File: src/rtl/mcycle_alu_sequencer.sv
// Multi-cycle RV32M multiply/divide sequencer driving an external combinational ALU, one op per cycle.
// Optional: define MCYCLE_ZERO_SKIP_EN to let mul ops with a zero operand finish in two cycles.
module mcycle_alu_sequencer #(
  parameter int WIDTH = 32
) (
  input  logic             CLK,
  input  logic             RESETn,
  input  logic             Start,
  input  logic [2:0]       MCycleOp,
  input  logic [WIDTH-1:0] Operand1,
  input  logic [WIDTH-1:0] Operand2,
  output logic [WIDTH-1:0] Result,
  output logic             Busy,
  output logic             Done,
  output logic [WIDTH-1:0] ALU_Src_A,
  output logic [WIDTH-1:0] ALU_Src_B,
  output logic [3:0]       ALU_Control,
  input  logic [WIDTH-1:0] ALU_Result,
  input  logic [2:0]       ALU_Flags
);

  localparam logic [3:0] ALU_ADD = 4'b0000;
  localparam logic [3:0] ALU_SUB = 4'b0001;
  localparam logic [3:0] ALU_XOR = 4'b1000;

  typedef enum logic [2:0] {
    S_IDLE, S_SHORT, S_PRE_A, S_PRE_B, S_ITER, S_POST_LO, S_POST_HI
  } state_t;

  state_t           state;
  logic [2:0]       op;
  logic [WIDTH-1:0] a_reg, b_reg, p_hi, p_lo;
  logic [4:0]       count;
  logic             neg_a, neg_b, neg_res, lo_zero;

  // Flag decode: {eq, lt, ltu}; lt is never needed here.
  logic alu_eq, alu_ltu, unused_lt;
  assign alu_eq    = ALU_Flags[2];
  assign unused_lt = ALU_Flags[1];
  assign alu_ltu   = ALU_Flags[0];

  logic             is_div;
  logic [WIDTH-1:0] p_hi_shl;
  logic             div_q;
  assign is_div   = op[2];
  assign p_hi_shl = {p_hi[WIDTH-2:0], p_lo[WIDTH-1]};
  assign div_q    = p_hi[WIDTH-1] | ~alu_ltu;

  // Start-time decode of signedness, result sign and shortcut conditions.
  logic start_neg_a, start_neg_b, start_neg_res, div_zero, zero_skip;
  always_comb begin
    start_neg_a   = Operand1[WIDTH-1] & (MCycleOp[2] ? ~MCycleOp[0] : ~(MCycleOp[1] & MCycleOp[0]));
    start_neg_b   = Operand2[WIDTH-1] & (MCycleOp[2] ? ~MCycleOp[0] : ~MCycleOp[1]);
    start_neg_res = (MCycleOp[2] & MCycleOp[1]) ? start_neg_a : (start_neg_a ^ start_neg_b);
    div_zero      = MCycleOp[2] && (Operand2 == '0);
`ifdef MCYCLE_ZERO_SKIP_EN
    zero_skip     = !MCycleOp[2] && ((Operand1 == '0) || (Operand2 == '0));
`else
    zero_skip     = 1'b0;
`endif
  end

  // NOTE: every output of a combinational block gets a default first so no latch is inferred.
  always_comb begin
    ALU_Control = ALU_ADD;
    ALU_Src_A   = '0;
    ALU_Src_B   = '0;
    unique case (state)
      S_PRE_A: begin
        ALU_Control = neg_a ? ALU_SUB : ALU_ADD;
        ALU_Src_A   = neg_a ? '0 : a_reg;
        ALU_Src_B   = neg_a ? a_reg : '0;
      end
      S_PRE_B: begin
        ALU_Control = neg_b ? ALU_SUB : ALU_ADD;
        ALU_Src_A   = neg_b ? '0 : b_reg;
        ALU_Src_B   = neg_b ? b_reg : '0;
      end
      S_ITER: begin
        if (is_div) begin
          ALU_Control = ALU_SUB;
          ALU_Src_A   = p_hi_shl;
          ALU_Src_B   = b_reg;
        end else begin
          ALU_Control = ALU_ADD;
          ALU_Src_A   = p_hi;
          ALU_Src_B   = p_lo[0] ? a_reg : '0;
        end
      end
      S_POST_LO: begin
        ALU_Control = neg_res ? ALU_SUB : ALU_ADD;
        ALU_Src_A   = neg_res ? '0 : p_lo;
        ALU_Src_B   = neg_res ? p_lo : '0;
      end
      S_POST_HI: begin
        if (neg_res && !is_div) begin
          // Two's-complement of the 64-bit product: borrow into hi only when lo was zero.
          ALU_Control = lo_zero ? ALU_SUB : ALU_XOR;
          ALU_Src_A   = lo_zero ? '0 : p_hi;
          ALU_Src_B   = lo_zero ? p_hi : '1;
        end else if (neg_res && op[1]) begin
          ALU_Control = ALU_SUB;
          ALU_Src_A   = '0;
          ALU_Src_B   = p_hi;
        end else begin
          ALU_Src_A   = p_hi;
        end
      end
      default: ;
    endcase
  end

  // NOTE: all state, including the operand and product registers, is cleared by reset so an
  // aborted operation leaves nothing behind; sequential state uses non-blocking assignments only.
  always_ff @(posedge CLK or negedge RESETn) begin
    if (!RESETn) begin
      state   <= S_IDLE;
      op      <= '0;
      a_reg   <= '0;
      b_reg   <= '0;
      p_hi    <= '0;
      p_lo    <= '0;
      count   <= '0;
      neg_a   <= 1'b0;
      neg_b   <= 1'b0;
      neg_res <= 1'b0;
      lo_zero <= 1'b0;
      Result  <= '0;
      Busy    <= 1'b0;
      Done    <= 1'b0;
    end else begin
      Done <= 1'b0;
      unique case (state)
        S_IDLE: if (Start) begin
          op      <= MCycleOp;
          a_reg   <= Operand1;
          b_reg   <= Operand2;
          neg_a   <= start_neg_a;
          neg_b   <= start_neg_b;
          neg_res <= start_neg_res;
          p_hi    <= '0;
          p_lo    <= '0;
          Busy    <= 1'b1;
          state   <= (div_zero || zero_skip) ? S_SHORT : S_PRE_A;
        end
        S_SHORT: begin
          // Only divide-by-zero and zero-operand multiply land here.
          Result <= !is_div ? '0 : (op[1] ? a_reg : '1);
          Done   <= 1'b1;
          Busy   <= 1'b0;
          state  <= S_IDLE;
        end
        S_PRE_A: begin
          a_reg <= ALU_Result;
          state <= S_PRE_B;
        end
        S_PRE_B: begin
          b_reg <= ALU_Result;
          p_hi  <= '0;
          p_lo  <= is_div ? a_reg : ALU_Result;
          count <= '0;
          state <= S_ITER;
        end
        S_ITER: begin
          if (is_div) begin
            p_hi <= div_q ? ALU_Result : p_hi_shl;
            p_lo <= {p_lo[WIDTH-2:0], div_q};
          end else begin
            p_hi <= {~alu_ltu, ALU_Result[WIDTH-1:1]};
            p_lo <= {ALU_Result[0], p_lo[WIDTH-1:1]};
          end
          count <= count + 5'd1;
          if (count == 5'd31) state <= S_POST_LO;
        end
        S_POST_LO: begin
          p_lo    <= ALU_Result;
          lo_zero <= alu_eq;
          state   <= S_POST_HI;
        end
        S_POST_HI: begin
          p_hi   <= ALU_Result;
          Result <= (op == 3'b000 || op[2:1] == 2'b10) ? p_lo : ALU_Result;
          Done   <= 1'b1;
          Busy   <= 1'b0;
          state  <= S_IDLE;
        end
        default: state <= S_IDLE;
      endcase
    end
  end

endmodule

File: config.mk
export PLATFORM = sky130hd
export DESIGN_NAME = mcycle_alu_sequencer
export DESIGN_NICKNAME = d
export VERILOG_FILES = /design/src/rtl/mcycle_alu_sequencer.sv
export SDC_FILE = /design/constraint.sdc
export NUM_CORES = 1
export LEC_CHECK = 0
export ABC_AREA = 1
export CORE_MARGIN = 2
export CORE_UTILIZATION = 37
export CTS_CLUSTER_DIAMETER = 150
export DETAILED_ROUTE_END_ITERATION = 7
export GPL_TIMING_DRIVEN = 0
export PLACE_DENSITY_LB_ADDON = 0.05
export SETUP_SLACK_MARGIN = 0.3
export SLEW_MARGIN = 15
export SYNTH_ARGS = -nofsm -noshare
export SYNTH_HDL_FRONTEND = slang
export SYNTH_SLANG_ARGS = --single-unit
File: constraint.sdc
create_clock -name CLK -period 6.1 [get_ports CLK]
set_clock_uncertainty 0.15 [all_clocks]
set_input_delay 1.22 -clock CLK [delete_from_list [all_inputs] [get_ports CLK]]
set_output_delay 1.22 -clock CLK [all_outputs]
set_load 0.02 [all_outputs]
==> results.cfg <==
; synthesis and place-and-route metrics
[outcome]
status = complete, no violations

[final_timing]
setup_total_negative_slack_ns = 0
final.setup.worst_slack_ns = 0.811
worst_hold_slack_ns = 0.330
worstMarginPinSlew_ns = 1.32
hold_viol_final = 0
fmaxAchievable_mhz = 189
rsz0062_at_grt = no

[yosys]
synth_cell_types = 32
synth-edff-count = 0
synth-warning-count = 0
synth_async_sr_flop_share = 1.00
mappedNetlistArea_mm2 = 0.0118
synth-cells-yosys = 1818
yosysMostFrequentCell = sky130_fd_sc_hd__nand2_1
post-synth-top-area-fraction = 0.374
yosys-stat-area_mm2 = 0.0118

[setup_path]
worstReg2RegStart = op[2]
cell_at_the_slowest_stage_of_the_critical_path = sky130_fd_sc_hd__clkinv_1
critical-path-max-stage-delay_ns = 0.75
crit_path_frequent_cell = sky130_fd_sc_hd__a21oi_1
timing.critical_path.required_ns = 4.73
crit_cells = 9

[global_routing]
grt_max_degree = 96
grt_overflow = 0
grt_antenna_before_repair = 1

[detailed_routing]
m1WireLength_um = 24200
detail_route.iter0.violations = 1888
top_signal_layer_used = met4
wl_met3_um = 6700

[cts]
holdBufCountCts = 0
ctsLongestPathBuffers = 2
tritoncts = yes
cts-buffers-inserted = 17
cts-htree-levels = 4
cts.sinks = 177
cts_resized = 0

[finish]
n_antenna_cell = 0
filler_cell_count = 3255
mostFrequentLayoutCell = sky130_fd_sc_hd__nand2_1

[power]
largestPowerGroup = combinational logic
power.clock.total_w = 0.00121
power.sequential.fraction = 0.279
total_leakage_power_nw = 6.68

[flow_run]
tool_warnings = 27

[floorplanning]
core.rowCount = 65
top_level_ports = 207

[hold_path]
min_delay_path_depth = 2
-- cells by family (layout without fill, tap and decap cells) --
group                      Yosys count  after routing  share of synthesized area
AOI/OAI and AO/OA                  400            400                      0.193
xor gates and xnor gates             1              1                   0.000740
adders and majority gates            3              3                    0.00317
buffers and inverters              268            503                     0.0903
DFF                                177            177                      0.374
other                                1              2                   0.000317
and+or+nand+nor                    968            968                      0.338
-- cell type report --
class / count / area, um2 / share of cell area
multi-input cells: 1374 / 6340 / 0.422
flip-flops and latches: 177 / 4430 / 0.295
repair buffers: 204 / 2060 / 0.137
clock inverters: 8 / 126 / 0.00841
well taps: 402 / 503 / 0.0335
inverters: 145 / 544 / 0.0362
clock buffers: 23 / 498 / 0.0331
plain buffers: 123 / 524 / 0.0349
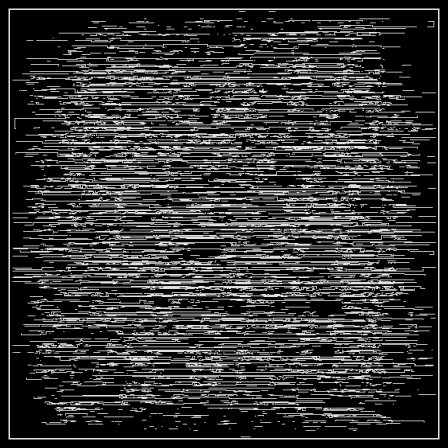
Figure 1: signal wires on met1.
wire length on this layer: 24.2 mm
longest straight run: 65.3 um
share of all routed wire: 40%
nets with wire on the layer: 1946
met1 GRT Util: 0.482
vias post-DR: 14507
DRT Wirelength: 60700 um

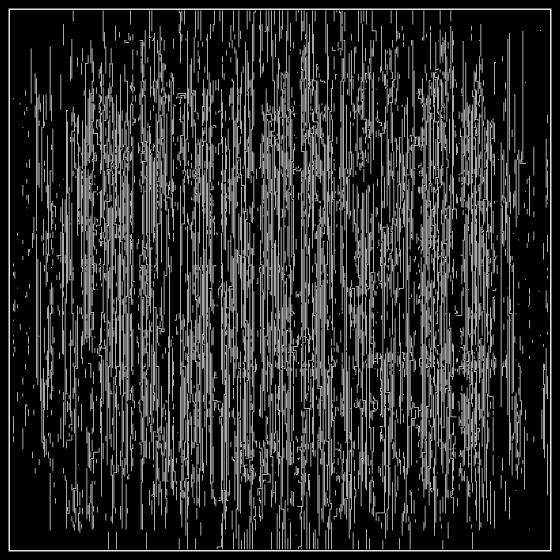
Figure 2: signal wires on met2.
wire length on this layer: 26.6 mm
share of all routed wire: 44%

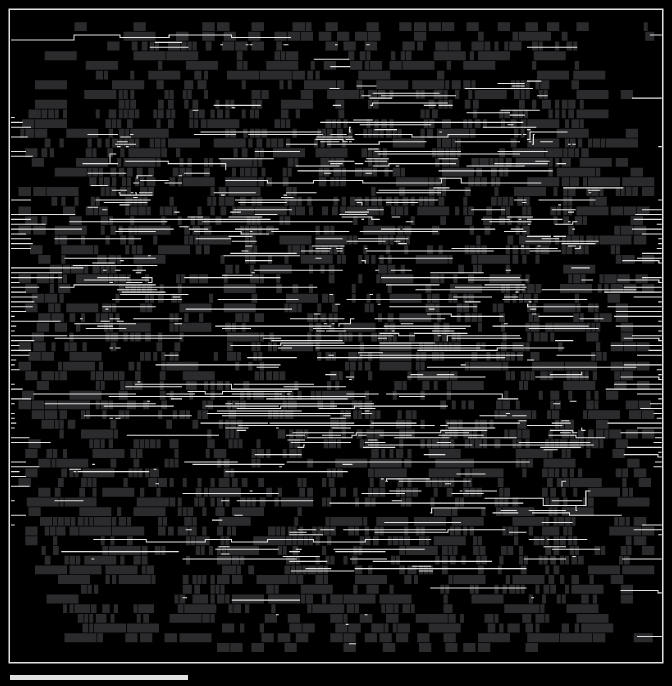
Figure 3: the metal 3 layer.
The bar under the picture is 50 um long. Cells faint in the background.
nets with wire on the layer: 374
main direction: horizontal
met3 routing resource usage after global routing: 0.0778

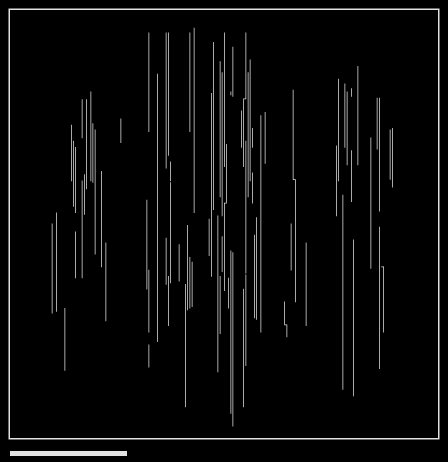
Figure 4: metal 4.
The bar under the picture is 50 um long.
main direction: vertical
share of all routed wire: 5.3%
nets with wire on the layer: 68
wire length on this layer: 3220 um

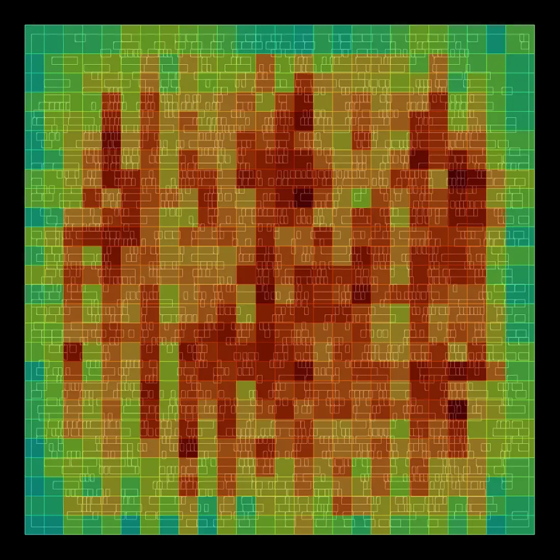
Figure 5: track usage over the die.
Most Crowded Layer GR: met2
GR Util All Layers: 0.363
met2 Use GR: 0.564
average wire length per cell after detail routing: 24.7 um

